### src/rtl/uart_tx_arbiter_if.sv
// uart_tx_arbiter_if: requester byte handshake plus UART transmitter handshake bundle
interface uart_tx_arbiter_if #(
  parameter int NUM_REQ = 4,
  parameter int ID_W = 2
);
  logic [NUM_REQ-1:0] req;
  logic [8*NUM_REQ-1:0] req_data;
  logic [NUM_REQ-1:0] req_last;
  logic [NUM_REQ-1:0] ack;
  logic tx_start;
  logic [7:0] tx_data;
  logic tx_busy;
  logic tx_done;
  logic [ID_W-1:0] owner;
  logic arb_busy;
  modport master(
    input req, req_data, req_last, tx_busy, tx_done,
    output ack, tx_start, tx_data, owner, arb_busy
  );
  modport slave(
    output req, req_data, req_last, tx_busy, tx_done,
    input ack, tx_start, tx_data, owner, arb_busy
  );
endinterface

### src/rtl/uart_tx_arbiter.sv
// uart_tx_arbiter: round-robin burst arbiter sharing one UART transmitter among NUM_REQ byte producers
module uart_tx_arbiter #(
  parameter int NUM_REQ = 4,
  parameter int ID_W = 2,
  parameter int MAX_BURST = 16
) (
  input logic clk,
  input logic reset,
  uart_tx_arbiter_if.master bus
);
  typedef enum logic [1:0] {IDLE, LAUNCH, WAIT_DONE} state_t;
  state_t state, state_n;
  logic [ID_W-1:0] owner, owner_n, rr_last, rr_last_n, pick, cand;
  logic [7:0] tx_data, tx_data_n, burst_cnt, burst_cnt_n;
  logic [7:0] data [NUM_REQ];
  logic [NUM_REQ-1:0] ack, ack_n;
  logic tx_start, tx_start_n, arb_busy, arb_busy_n, lock, lock_n, found;
  for (genvar i = 0; i < NUM_REQ; i++) begin : g_data
    assign data[i] = bus.req_data[8*i +: 8];
  end
  // first pending requester after the previous grant holder, wrapping
  always_comb begin
    found = 1'b0;
    pick = '0;
    cand = '0;
    for (int k = 1; k <= NUM_REQ; k++) begin
      cand = ID_W'((int'(rr_last) + k) % NUM_REQ);
      if (!found && bus.req[cand]) begin
        found = 1'b1;
        pick = cand;
      end
    end
  end
  always_comb begin
    state_n = state;
    owner_n = owner;
    rr_last_n = rr_last;
    tx_data_n = tx_data;
    burst_cnt_n = burst_cnt;
    ack_n = '0;
    tx_start_n = 1'b0;
    arb_busy_n = arb_busy;
    lock_n = lock;
    case (state)
      IDLE: if (found) begin
        owner_n = pick;
        tx_data_n = data[pick];
        lock_n = ~bus.req_last[pick];
        burst_cnt_n = 8'd1;
        ack_n[pick] = 1'b1;
        arb_busy_n = 1'b1;
        state_n = LAUNCH;
      end
      LAUNCH: if (!bus.tx_busy) begin
        tx_start_n = 1'b1;
        state_n = WAIT_DONE;
      end
      WAIT_DONE: if (bus.tx_done) begin
        if (lock && bus.req[owner] && burst_cnt < 8'(MAX_BURST)) begin
          tx_data_n = data[owner];
          lock_n = ~bus.req_last[owner];
          ack_n[owner] = 1'b1;
          burst_cnt_n = burst_cnt + 8'd1;
          state_n = LAUNCH;
        end else begin
          rr_last_n = owner;
          arb_busy_n = 1'b0;
          burst_cnt_n = '0;
          state_n = IDLE;
        end
      end
      default: state_n = IDLE;
    endcase
  end
  always_ff @(posedge clk or posedge reset) begin
    if (reset) begin
      state <= IDLE;
      owner <= '0;
      rr_last <= ID_W'(NUM_REQ - 1);
      tx_data <= '0;
      burst_cnt <= '0;
      ack <= '0;
      tx_start <= 1'b0;
      arb_busy <= 1'b0;
      lock <= 1'b0;
    end else begin
      state <= state_n;
      owner <= owner_n;
      rr_last <= rr_last_n;
      tx_data <= tx_data_n;
      burst_cnt <= burst_cnt_n;
      ack <= ack_n;
      tx_start <= tx_start_n;
      arb_busy <= arb_busy_n;
      lock <= lock_n;
    end
  end
  assign bus.ack = ack;
  assign bus.tx_start = tx_start;
  assign bus.tx_data = tx_data;
  assign bus.owner = owner;
  assign bus.arb_busy = arb_busy;
endmodule

### src/flat_wrapper.sv
// flat-port wrapper written by rule: the top's interface ports become plain ports
module uart_tx_arbiter_flat 
#(
  parameter int NUM_REQ = 4,
  parameter int ID_W = 2,
  parameter int MAX_BURST = 16
)
  (clk, reset, bus_req, bus_req_data, bus_req_last, bus_tx_busy, bus_tx_done, bus_ack, bus_tx_start, bus_tx_data, bus_owner, bus_arb_busy);
  uart_tx_arbiter_if #(.NUM_REQ(NUM_REQ), .ID_W(ID_W)) bus_i ();
  input logic clk;
  input logic reset;
  input wire logic [$bits(bus_i.req)-1:0] bus_req;
  input wire logic [$bits(bus_i.req_data)-1:0] bus_req_data;
  input wire logic [$bits(bus_i.req_last)-1:0] bus_req_last;
  input wire logic [$bits(bus_i.tx_busy)-1:0] bus_tx_busy;
  input wire logic [$bits(bus_i.tx_done)-1:0] bus_tx_done;
  output wire logic [$bits(bus_i.ack)-1:0] bus_ack;
  output wire logic [$bits(bus_i.tx_start)-1:0] bus_tx_start;
  output wire logic [$bits(bus_i.tx_data)-1:0] bus_tx_data;
  output wire logic [$bits(bus_i.owner)-1:0] bus_owner;
  output wire logic [$bits(bus_i.arb_busy)-1:0] bus_arb_busy;
  assign bus_i.req = bus_req;
  assign bus_i.req_data = bus_req_data;
  assign bus_i.req_last = bus_req_last;
  assign bus_i.tx_busy = bus_tx_busy;
  assign bus_i.tx_done = bus_tx_done;
  assign bus_ack = bus_i.ack;
  assign bus_tx_start = bus_i.tx_start;
  assign bus_tx_data = bus_i.tx_data;
  assign bus_owner = bus_i.owner;
  assign bus_arb_busy = bus_i.arb_busy;
  uart_tx_arbiter #(.NUM_REQ(NUM_REQ), .ID_W(ID_W), .MAX_BURST(MAX_BURST)) u_core (.clk(clk), .reset(reset), .bus(bus_i));
endmodule
### config.mk
export PLATFORM = sky130hd
export DESIGN_NAME = uart_tx_arbiter_flat
export DESIGN_NICKNAME = d
export VERILOG_FILES = /design/src/rtl/uart_tx_arbiter_if.sv /design/src/rtl/uart_tx_arbiter.sv /design/src/flat_wrapper.sv
export SDC_FILE = /design/constraint.sdc
export NUM_CORES = 1
export LEC_CHECK = 0
export CAP_MARGIN = 10
export CORE_UTILIZATION = 47
export CTS_BUF_LIST = sky130_fd_sc_hd__clkbuf_16
export CTS_CLUSTER_SIZE = 30
export DETAILED_ROUTE_END_ITERATION = 12
export MAX_ROUTING_LAYER = met4
export PLACE_DENSITY_LB_ADDON = 0.2
export SLEW_MARGIN = 40
export SYNTH_ARGS = -nofsm -noshare
export SYNTH_HDL_FRONTEND = slang
export SYNTH_SLANG_ARGS = --single-unit
export TNS_END_PERCENT = 1
### constraint.sdc
create_clock -name clk -period 2.3 [get_ports clk]
set_clock_uncertainty 0.15 [all_clocks]
set_input_delay 0.23 -clock clk [delete_from_list [all_inputs] [get_ports clk]]
set_output_delay 0.23 -clock clk [all_outputs]
set_load 0.05 [all_outputs]
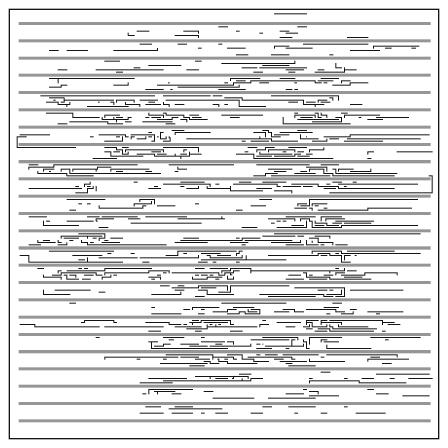
*Met1 routing, run 1*
Supply wires on this layer in grey.
The layer carries 2180 um of wire. The longest straight run is 23.0 um. The wires run mostly horizontal. 262 nets have wire on it.
Vias: 1901
final WL: 5370 um
met1 GRT Util: 31.1%

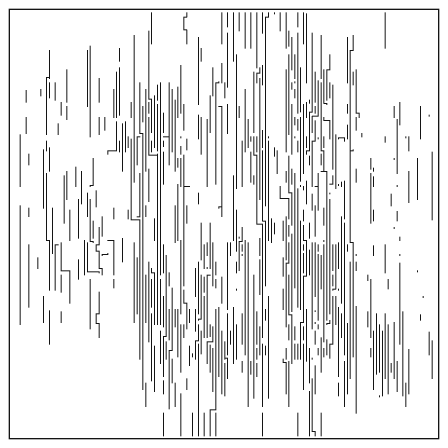
*M2 wires, run 1*
The layer holds 50% of the routed length. The longest straight run is 40.3 um. The wires run mostly vertical. 264 nets have wire on it.
GR Util met2: 44.5%

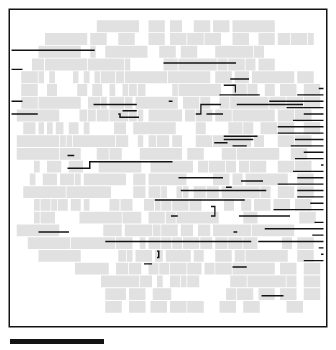
*M3 wires, run 1*
Bar = 20 um.
The wires run mostly horizontal. The layer holds 7.6% of the routed length.
GR Util met3: 5.41%

==> impl_metrics.toml, run 1 <==
# generated from flow reports
[routing]
first_iter_violations = 154
drt-wirelength-per-cell_um = 17.1
firstDrtPassIters = 5
drc_errors = 0
routed_via_density = 6.05
antenna_left = 0

[sta]
final_max_slew_viol_count = 0
timing.fmax_ghz = 0.465
tightestPinTransition_ns = 0.682
hold_viol = 0
setup_violations = 0
period_used_pct = 93.6
rsz0062_at_grt = "false"
maxSlewHeadroom_pct = 54.3
period_needed_ns = 2.15

[logic_synthesis]
synth_cell_types = 51
netlist_area_um2 = 2010
top_cells_by_count = "dfrtp_1, a31oi_1, nor2_1"
syn_avg_cell_area_um2 = 10.5
synthDominantCellAreaShare_pct = 33.6
netlist_instances = 192
ys_chip_area_um2 = 2010
synth-seq-cells = 29
largest_area_cell = "dfrtp_1"
yosys_cells = 192
edf_count = 0
flop_cell = "dfrtp_1"
yosys_warnings = 0
mappedNetlistNets = 237
topCellsByArea = "dfrtp_1, mux4_2, a31oi_1"
postSynthSeqShare_pct = 36.2
async_flop_share_pct = 100
most_common_cell = "dfrtp_1"

[worst_setup_path]
crit_required_ns = 1.92
critPathMaxStageDelay_ns = 0.80
crit_arrival_ns = 1.77
critical_path.max_fanout = 8
path_cells = "buf_4, clkdlybuf4s50_1"
reg2reg_depth = 5
slowest_stage = "clkdlybuf4s50_1"
worstSetupPathType = "reg2out"
startpoint_type = "register"
cp-end-kind = "primary output"

[global_routing]
overflow = 0
antenna_found_initial = 0
track_usage_pct = 26.8
grt_pass1_vias = 1866
grt_max_degree = 30
top_usage_layer = "met2"
grt_pass1_wl_um = 8580

[final_layout]
area_growth_pct = 43.4
ff_latch_area_um2 = 728
utilization_pct = 71.1
layout.nets = 308
fillCellCount = 308
drive_gt1_share_pct = 18.9
antenna_cells = 0
logic_area_um2 = 1170

[clock_network]
clkTransAtPathRegs_ns = 0.05
cts_resized = 0
cts_buffer_depth = 2
cts_setup_buffers = 0
cts_made_buffers = 5
clock_latency_ns = 0.27
ctsHtreeMaxLevel = 2
root_buffer = "clkbuf_16"
numClockSinks = 29
cts_hold_buf = 0
cts_tree = "done"

[floorplanning]
io_pins = 60
initial_core_util_pct = 49.6
dieArea_um2 = 4540
die_height_um = 67.4
num_rows = 23
coreArea_um2 = 4060
fp.dieW_um = 67.4

[placement]
hpwlAfterDp_um = 3920
gp_congestion = 1.00
numPortBuffers = 59

[power_and_ir_drop]
power.density_nw_per_um2 = 1340
p_leak_nw = 1.17
p_total_mw = 3.85
peakVddDrop_mv = 0.768

[flow_run]
tool_warnings = 26
maxCapViolCount = 0

[hold_path]
min_path_type = "in2async"

[status]
status = "complete, no violations"
-- run 1: through the flow --
stage / setup slack [ns] / setup TNS (ns) / cell area, um2 / instances / hold WS (ns)
floorplan: 0.0792 / 0 / 2010 / 192 / 0.146
global placement: 0.0192 / 0 / 2750 / 306 / 0.329
detailed placement: -0.0281 / -0.0912 / 2750 / 306 / 0.334
CTS: 0.130 / 0 / 2880 / 314 / 0.191
global route: 0.0206 / 0 / 2880 / 314 / 0.244
finish: 0.147 / 0 / 2880 / 314 / 0.180
-- run 1: worst max-delay path, delay by kind of cell (launching register included) --
family	cells	cell delay, ns
buffers and inverters	2	1.00
DFF	1	0.50
-- run 1: cells in the final DEF (no fill, tap or decap), drive strengths merged, types with 2 or more instances in the layout --
| cell | n |
|---|---|
| nand2 | 9 |
| nor2 | 17 |
| o22ai | 2 |
| buf | 20 |
| nor3b | 2 |
| o21bai | 2 |
| nand2b | 13 |
| nand3 | 4 |
| dfstp | 2 |
| a21oi | 4 |
| a41oi | 2 |
| clkdlybuf4s50 | 58 |
| nor3 | 4 |
| a21boi | 2 |
| o311a | 8 |
| dfrtp | 27 |
| o21ai | 4 |
| mux2i | 10 |
| clkbuf | 5 |
| mux4 | 10 |
| inv | 9 |
| nor2b | 2 |
| a221oi | 8 |
| a31oi | 20 |
| mux2 | 2 |
-- run 1: flip-flops by register name, indices dropped and copies added (netlist names) --
| name | count |
|---|---|
| u_core.bus.tx_data | 8 |
| u_core.bus.arb_busy | 1 |
| u_core.lock | 1 |
| u_core.rr_last | 2 |
| u_core.bus.ack | 4 |
| u_core.bus.tx_start | 1 |
| u_core.bus.owner | 2 |
| u_core.burst_cnt | 8 |
| u_core.state | 2 |
-- run 1: worst paths after layout --
check / from / endpoint / slack, ns
worst max-delay path: u_core.bus.owner[1] / bus_owner[1] / 0.15
worst min-delay path: reset / u_core.bus.tx_data[5] / 0.18
worst max register to register: u_core.rr_last[0] / u_core.bus.tx_data[3] / 0.16
worst min register to register: u_core.burst_cnt[1] / u_core.burst_cnt[1] / 0.34
max in group asynchronous: reset / u_core.rr_last[0] / 1.51
min in group clk: u_core.burst_cnt[1] / u_core.burst_cnt[1] / 0.34
-- run 1: per-layer routing --
layer | wire (um) | up-vias
li1 | - | 896
met1 | 2180 | 902
met2 | 2670 | 89
met3 | 410 | 14
met4 | 108 | 0
met5 | 0 | -
-- run 1: logic make-up (layout without fill, tap and decap cells) --
kind of cell	count (synthesis)	after routing	share of synthesized area (%)
buffers and inverters	21	93	5.66
xor gates and xnor gates	2	2	0.871
DFF	29	29	36.2
AOI/OAI and AO/OA	61	61	23.9
adders and majority gates	1	1	0.622
muxes	22	22	17.4
and+or+nand+nor	56	56	15.3
-- run 1: cell type report --
| class | instances | share of cell area, % |
|---|---|---|
| Clock buffer | 5 | 4.34 |
| Multi-Input combinational cell | 142 | 40.7 |
| Tap cell | 50 | 2.17 |
| Timing Repair Buffer | 78 | 26.2 |
| Sequential cell | 29 | 25.2 |
| Inverter | 7 | 0.911 |
| Clock inverter | 3 | 0.390 |
-- run 1: power by group --
group          internal (mW)  total (mW)  switching [mW]
clock network          0.387       0.597           0.209
logic                   1.05        2.37            1.32
registers              0.719       0.888           0.169
### Clock nets, run 1

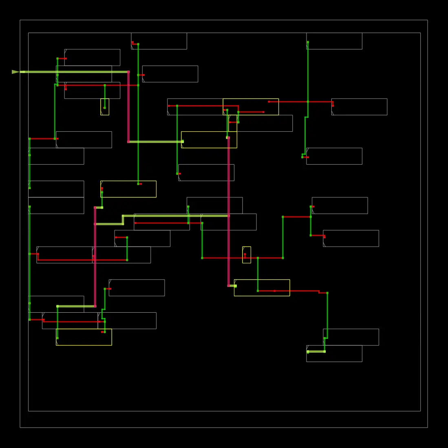

--- run 2 (diff from run 1) ---
--- a/config.mk
+++ b/config.mk
@@ -6,6 +6,7 @@
 export NUM_CORES = 1
 export LEC_CHECK = 0
 export CAP_MARGIN = 10
+export CORE_ASPECT_RATIO = 0.8
 export CORE_UTILIZATION = 47
 export CTS_BUF_LIST = sky130_fd_sc_hd__clkbuf_16
 export CTS_CLUSTER_SIZE = 30
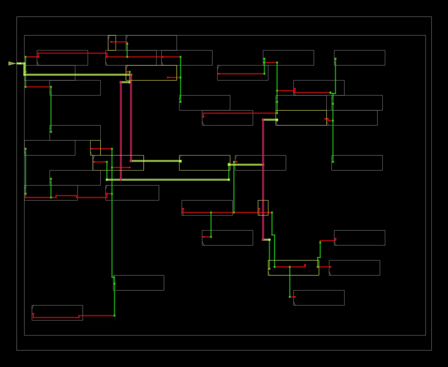
*Clock nets, run 2*
Late-Pin Clk Latency: 0.27 ns
CTS buffer count: 5
Sink Count: 29
Clock net power: 612 uW

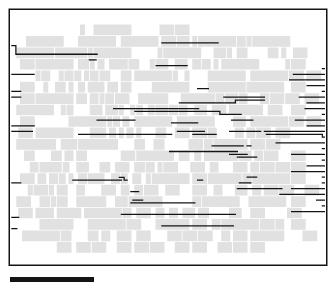
*M3 wires, run 2*
Bar = 20 um.
The longest straight run is 27.1 um. 55 nets have wire on it. The layer holds 8.7% of the routed length. The layer carries 474 um of wire.
final WL: 5440 um
GR Util met3: 4.49%
Vias: 1892

==> run 2 against run 1 <==
Synthesized cell count stayed put. Non-clock buffer count shrank 3. Worst hold slack gained 0.0051 ns. Global-route usage rose by 0.81 points. Sequential power shrank 2%. Fmax is 5.0% higher.
==> impl_metrics.toml, run 2 <==
# generated from flow reports
[status]
status = "complete, no violations"

[global_routing]
grt_pass1_vias = 1751
top_usage_layer = "met1"
use_met2_pct = 39.6
grt_pass1_wl_um = 8850
grt_max_degree = 30
overflow = 0
track_usage_pct = 27.6
antenna_found_initial = 0

[floorplanning]
die_height_um = 60.5
fp.dieW_um = 75.1
io_pins = 60
dieArea_um2 = 4550
initial_core_util_pct = 50.9
num_rows = 20
coreArea_um2 = 3950

[power_and_ir_drop]
p_int_mw = 2.14
netSwitchingPower_mw = 1.71
seqPwrFrac_pct = 22.6
peakVddDrop_mv = 0.841
power.density_nw_per_um2 = 1340
combPwrFrac_pct = 61.5
p_leak_nw = 1.15
p_total_mw = 3.85
netSwitchingFraction_pct = 44.4
clkPwrFrac_pct = 15.9

[worst_setup_path]
path_cells = "clkdlybuf4s50_1, buf_4, or2_1, a311oi_2, buf_4, o311a_1, a31oi_1, a31oi_1"
critical_path.max_fanout = 20
crit_required_ns = 2.34
critPathMaxStageDelay_ns = 0.50
crit_buf_inv = 3
cp-end-kind = "register"
startpoint_type = "input port"
crit_arrival_ns = 2.09
slowest_stage = "clkdlybuf4s50_1"
worstSetupPathType = "in2reg"
regToRegSetupSlack_ns = 0.36
crit_family = "buffers and inverters"

[logic_synthesis]
syn_avg_cell_area_um2 = 10.5
largest_area_cell = "dfrtp_1"
synthDominantCellAreaShare_pct = 33.6
synth-seq-cells = 29
synth_cell_types = 51
netlist_area_um2 = 2010
mappedNetlistNets = 237
async_flop_share_pct = 100
most_common_cell = "dfrtp_1"
netlist_instances = 192
top_cells_by_count = "dfrtp_1, a31oi_1, nor2_1"
ys_chip_area_um2 = 2010
flop_cell = "dfrtp_1"
topCellsByArea = "dfrtp_1, mux4_2, a31oi_1"
yosys_cells = 192
edf_count = 0
postSynthSeqShare_pct = 36.2
yosys_warnings = 0

[clock_network]
root_buffer = "clkbuf_16"
cts_tree = "done"
ctsHtreeMaxLevel = 2
cts_setup_buffers = 0
clkTransAtPathRegs_ns = 0.05
cts_buffer_depth = 2

[flow_run]
tool_warnings = 26
maxCapViolCount = 0

[placement]
postPlaceCellArea_um2 = 2730
placed_cells = 308
gp_congestion = 0.850
hpwlAfterDp_um = 3990
dp_slack_ns = -0.0513
numPortBuffers = 59

[hold_path]
min_path_type = "in2async"

[sta]
period_used_pct = 89.2
timing.fmax_ghz = 0.488
layout_setup_ws_ns = 0.249
period_needed_ns = 2.05
setup_tns_ns = 0
maxSlewHeadroom_pct = 59.2
worst_hold_slack_ns = 0.185
hold_viol = 0
tightestPinTransition_ns = 0.608
final_max_slew_viol_count = 0
setup_violations = 0
rsz0062_at_grt = "false"

[final_layout]
utilization_pct = 72.6
fillCellCount = 303
top_regs = "u_core.burst_cnt (8), u_core.bus.tx_data (8), u_core.bus.ack (4)"
layout.nets = 305
antenna_cells = 0
finalInstanceArea_um2 = 2870
most-common-layout-cells = "clkdlybuf4s50_1, dfrtp_1, a31oi_1"
instances_no_fill = 316
drive_gt1_share_pct = 19.5
layout_top_cell = "clkdlybuf4s50_1"
area_growth_pct = 42.8

[routing]
antenna_left = 0
firstDrtPassIters = 4
routed_via_density = 5.99
first_iter_violations = 209
drt-wirelength-per-cell_um = 17.2
drc_errors = 0
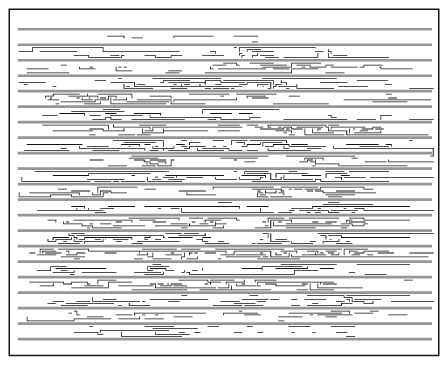
*Met1 routing, run 2*
Supply wires on this layer in grey.
The layer holds 48% of the routed length. The wires run mostly horizontal. The layer carries 2590 um of wire. 272 nets have wire on it. The longest straight run is 24.2 um.
met1 GRT Util: 40.0%

[run 2: cell counts after synthesis]
No cell type changed its count.
[run 2: final cells by class]
class                      count  area, um2  area share (%)
clock buffer                   5        125            4.36
tap                           55       68.8            2.40
inverter                       7       26.3           0.915
sequential                    29        728            25.4
multi-input combinational    142       1180            41.0
clock inverter                 3       13.8           0.480
timing repair buffer          75        731            25.5
[run 2: logic make-up after synthesis]
logic type      after synthesis  share of synthesized area [%]
flops                        29                           36.2
buf+inv                      21                           5.66
xor+xnor                      2                          0.871
compound gates               61                           23.9
fa+ha+maj                     1                          0.622
simple gates                 56                           15.3
mux                          22                           17.4
[run 2: final timing paths]
path	depth (start not counted)	from	endpoint
setup / recovery	8	bus_req[1]	u_core.bus.tx_data[6]
hold / removal	3	reset	u_core.burst_cnt[5]
setup reg to reg	5	u_core.bus.owner[0]	u_core.bus.tx_data[6]
hold reg to reg	2	u_core.burst_cnt[1]	u_core.burst_cnt[1]
max in group asynchronous	3	reset	u_core.rr_last[1]
min in group clk	2	u_core.burst_cnt[1]	u_core.burst_cnt[1]
[run 2: worst register-to-register path, stage by stage, from the launching register on]
cell	delay [ns]
dfrtp_1	0.36
buf_4	0.28
mux4_4	0.66
nand2b_1	0.16
mux2i_1	0.14
a31oi_1	0.06
[run 2: routing by layer]
metal,routed length [um],vias up
li1,-,892
met1,2590,894
met5,0,-
met4,55,0
met3,473,7
met2,2320,99
[run 2: repair_timing]
item                                   4_1_cts  5_1_grt
setup endpoints to repair                    0        2
resized                                      0        1
endpoints found under the hold margin        0        0
hold buffers                                 0        0
[run 2: power groups by stage]
stage | Sequential [mW] | Clock (mW) | Combinational [mW]
after global placement | 0.873 | 0 | 2.34
after floorplan | 1.28 | 0 | 1.25
final | 0.871 | 0.612 | 2.37
after detailed placement | 0.878 | 0 | 2.36
after CTS | 0.871 | 0.621 | 2.37
after global routing | 0.897 | 0.644 | 2.53
--- run 3 (diff from run 2) ---
--- a/config.mk
+++ b/config.mk
@@ -5,6 +5,7 @@
 export SDC_FILE = /design/constraint.sdc
 export NUM_CORES = 1
 export LEC_CHECK = 0
+export ABC_CLOCK_PERIOD_IN_PS = 2300
 export CAP_MARGIN = 10
 export CORE_ASPECT_RATIO = 0.8
 export CORE_UTILIZATION = 47
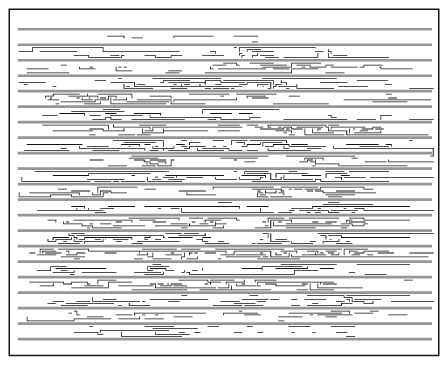
*Met1 routing, run 3*
Supply wires on this layer in grey.
The layer holds 48% of the routed length. The layer carries 2590 um of wire. 272 nets have wire on it. The wires run mostly horizontal.

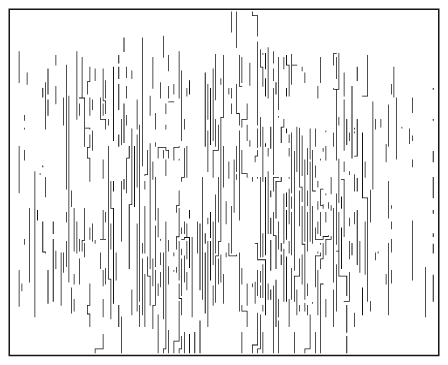
*M2 wires, run 3*
The wires run mostly vertical. The longest straight run is 32.6 um. 253 nets have wire on it. The layer holds 43% of the routed length.
GR Util met2: 39.6%

==> run 3 against run 2 <==
Die size stayed put. Routed wire length unchanged. Worst hold slack is the same. Via count unchanged. Fmax unchanged. Worst setup slack did not move. Design area unchanged. Global-route usage stayed put. Clock power hardly changed. Register-to-register slack is essentially flat. Sequential power hardly changed.
==> impl_metrics.toml, run 3 <==
# generated from flow reports
[placement]
postPlaceCellArea_um2 = 2730
hpwlAfterDp_um = 3990
gp_congestion = 0.850
dp_slack_ns = -0.0513
numPortBuffers = 59

[final_layout]
finalInstanceArea_um2 = 2870
ff_latch_area_um2 = 728
layout.nets = 305
area_growth_pct = 42.8
logic_area_um2 = 1180
antenna_cells = 0
drive_gt1_share_pct = 19.5
layout_top_cell = "clkdlybuf4s50_1"
fillCellCount = 303
top_regs = "u_core.burst_cnt (8), u_core.bus.tx_data (8), u_core.bus.ack (4)"
most-common-layout-cells = "clkdlybuf4s50_1, dfrtp_1, a31oi_1"

[logic_synthesis]
async_flop_share_pct = 100
synth.comb.largest_family = "AND-OR/OR-AND gates"
flop_cell = "dfrtp_1"
synthDominantCellAreaShare_pct = 33.6
most_common_cell = "dfrtp_1"
top_cells_by_count = "dfrtp_1, a31oi_1, nor2_1"
netlist_area_um2 = 2010
largest_area_cell = "dfrtp_1"
ys_chip_area_um2 = 2010
synthXorXnorAreaFrac_pct = 0.871
yosys_cells = 192
topCellsByArea = "dfrtp_1, mux4_2, a31oi_1"
simple_gate_share_pct = 15.3
yosys_warnings = 0
postSynthSeqShare_pct = 36.2
synth_cell_types = 51
mappedNetlistNets = 237
syn_avg_cell_area_um2 = 10.5
synth-seq-cells = 29
ys_sh_adder_pct = 0.622
edf_count = 0
ys_sh_mux_pct = 17.4
netlist_instances = 192
aoi_share_pct = 23.9

[sta]
period_needed_ns = 2.05
maxSlewHeadroom_pct = 59.2
timing.fmax_ghz = 0.488
worst_hold_slack_ns = 0.185
hold_viol = 0
rsz0062_at_grt = "false"
final_max_slew_viol_count = 0
period_used_pct = 89.2
setup_violations = 0
layout_setup_ws_ns = 0.249
setup_tns_ns = 0
tightestPinTransition_ns = 0.608

[power_and_ir_drop]
netSwitchingFraction_pct = 44.4
netSwitchingPower_mw = 1.71
p_leak_nw = 1.15
clkPwrFrac_pct = 15.9
seqPwrFrac_pct = 22.6
power.density_nw_per_um2 = 1340
combPwrFrac_pct = 61.5
p_total_mw = 3.85
peakVddDrop_mv = 0.841
p_int_mw = 2.14

[flow_run]
tool_warnings = 26
maxCapViolCount = 0

[worst_setup_path]
crit_required_ns = 2.34
startpoint_type = "input port"
slowest_stage = "clkdlybuf4s50_1"
path_cells = "clkdlybuf4s50_1, buf_4, or2_1, a311oi_2, buf_4, o311a_1, a31oi_1, a31oi_1"
crit_arrival_ns = 2.09
cp-end-kind = "register"
critical_path.max_fanout = 20
worstSetupPathType = "in2reg"

[routing]
antenna_left = 0
drt-wirelength-per-cell_um = 17.2
vias = 1892
routed_wl_um = 5440
firstDrtPassIters = 4
routed_via_density = 5.99
drc_errors = 0
first_iter_violations = 209

[floorplanning]
fp.dieW_um = 75.1
coreArea_um2 = 3950
initial_core_util_pct = 50.9
io_pins = 60
dieArea_um2 = 4550
num_rows = 20
die_height_um = 60.5

[clock_network]
ctsHtreeMaxLevel = 2
clock_latency_ns = 0.27
cts_tree = "done"
cts_setup_buffers = 0
root_buffer = "clkbuf_16"
clkTransAtPathRegs_ns = 0.05
numClockSinks = 29
cts_buffer_depth = 2

[global_routing]
grt_pass1_vias = 1751
antenna_found_initial = 0
overflow = 0
track_usage_pct = 27.6
grt_max_degree = 30
grt_pass1_wl_um = 8850

[status]
status = "complete, no violations"

[hold_path]
min_path_type = "in2async"
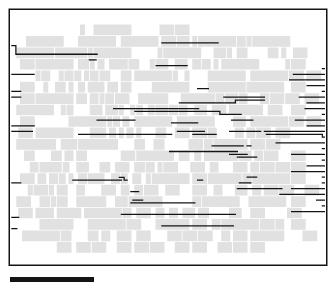
*M3 wires, run 3*
Bar = 20 um.
The wires run mostly horizontal. The layer holds 8.7% of the routed length. 55 nets have wire on it. The longest straight run is 27.1 um.

run 3: routing by layer:
layer / vias up / share of wire [%] / GRT usage, %
met1: 894 / 48 / 40.0
met2: 99 / 43 / 39.6
met4: 0 / 1.0 / 8.36
li1: 892 / - / -
met5: - / 0 / -
met3: 7 / 8.7 / 4.49
run 3: cell families after synthesis:
| family | count (synthesis) |
|---|---|
| xor+xnor | 2 |
| buf+inv | 21 |
| compound gates | 61 |
| simple gates | 56 |
| flops | 29 |
| mux | 22 |
| fa+ha+maj | 1 |
run 3: critical path: cells and delay by family:
| family | cells | cell delay (ns) |
|---|---|---|
| buffers and inverters | 3 | 0.96 |
| AND-OR/OR-AND | 4 | 0.68 |
| AND/OR/NAND/NOR | 1 | 0.21 |
run 3: repair_timing:
item                       4_1_cts  5_1_grt
gates resized                    0        1
setup endpoints to repair        0        2
hold buffers                     0        0
hold endpoints to repair         0        0
run 3: layout make-up:
| class | instances | share of cell area, % |
|---|---|---|
| Clock buffer | 5 | 4.36 |
| Sequential cell | 29 | 25.4 |
| Tap cell | 55 | 2.40 |
| Multi-Input combinational cell | 142 | 41.0 |
| Clock inverter | 3 | 0.480 |
| Timing Repair Buffer | 75 | 25.5 |
| Inverter | 7 | 0.915 |
run 3: final timing paths:
path,from,endpoint,slack (ns),cells after the start
worst max-delay path,bus_req[1],u_core.bus.tx_data[6],0.25,8
worst min-delay path,reset,u_core.burst_cnt[5],0.19,3
worst max register to register,u_core.bus.owner[0],u_core.bus.tx_data[6],0.36,5
worst min register to register,u_core.burst_cnt[1],u_core.burst_cnt[1],0.37,2
max in group asynchronous,reset,u_core.rr_last[1],1.50,3
min in group clk,u_core.burst_cnt[1],u_core.burst_cnt[1],0.37,2
run 3: stage by stage:
stage / cells / utilization [%]
after floorplan: 192 / -
after global placement: 308 / 69.0
after detailed placement: 308 / 69.0
after CTS: 316 / 72.5
after global routing: 316 / 72.6
final: 316 / 72.6
run 3: power groups by stage:
stage	logic [mW]	clock network [mW]	registers (mW)
floorplan	1.25	0	1.28
global placement	2.34	0	0.873
detailed placement	2.36	0	0.878
CTS	2.37	0.621	0.871
global route	2.53	0.644	0.897
finish	2.37	0.612	0.871
Power is estimated from default activity; no workload was simulated.
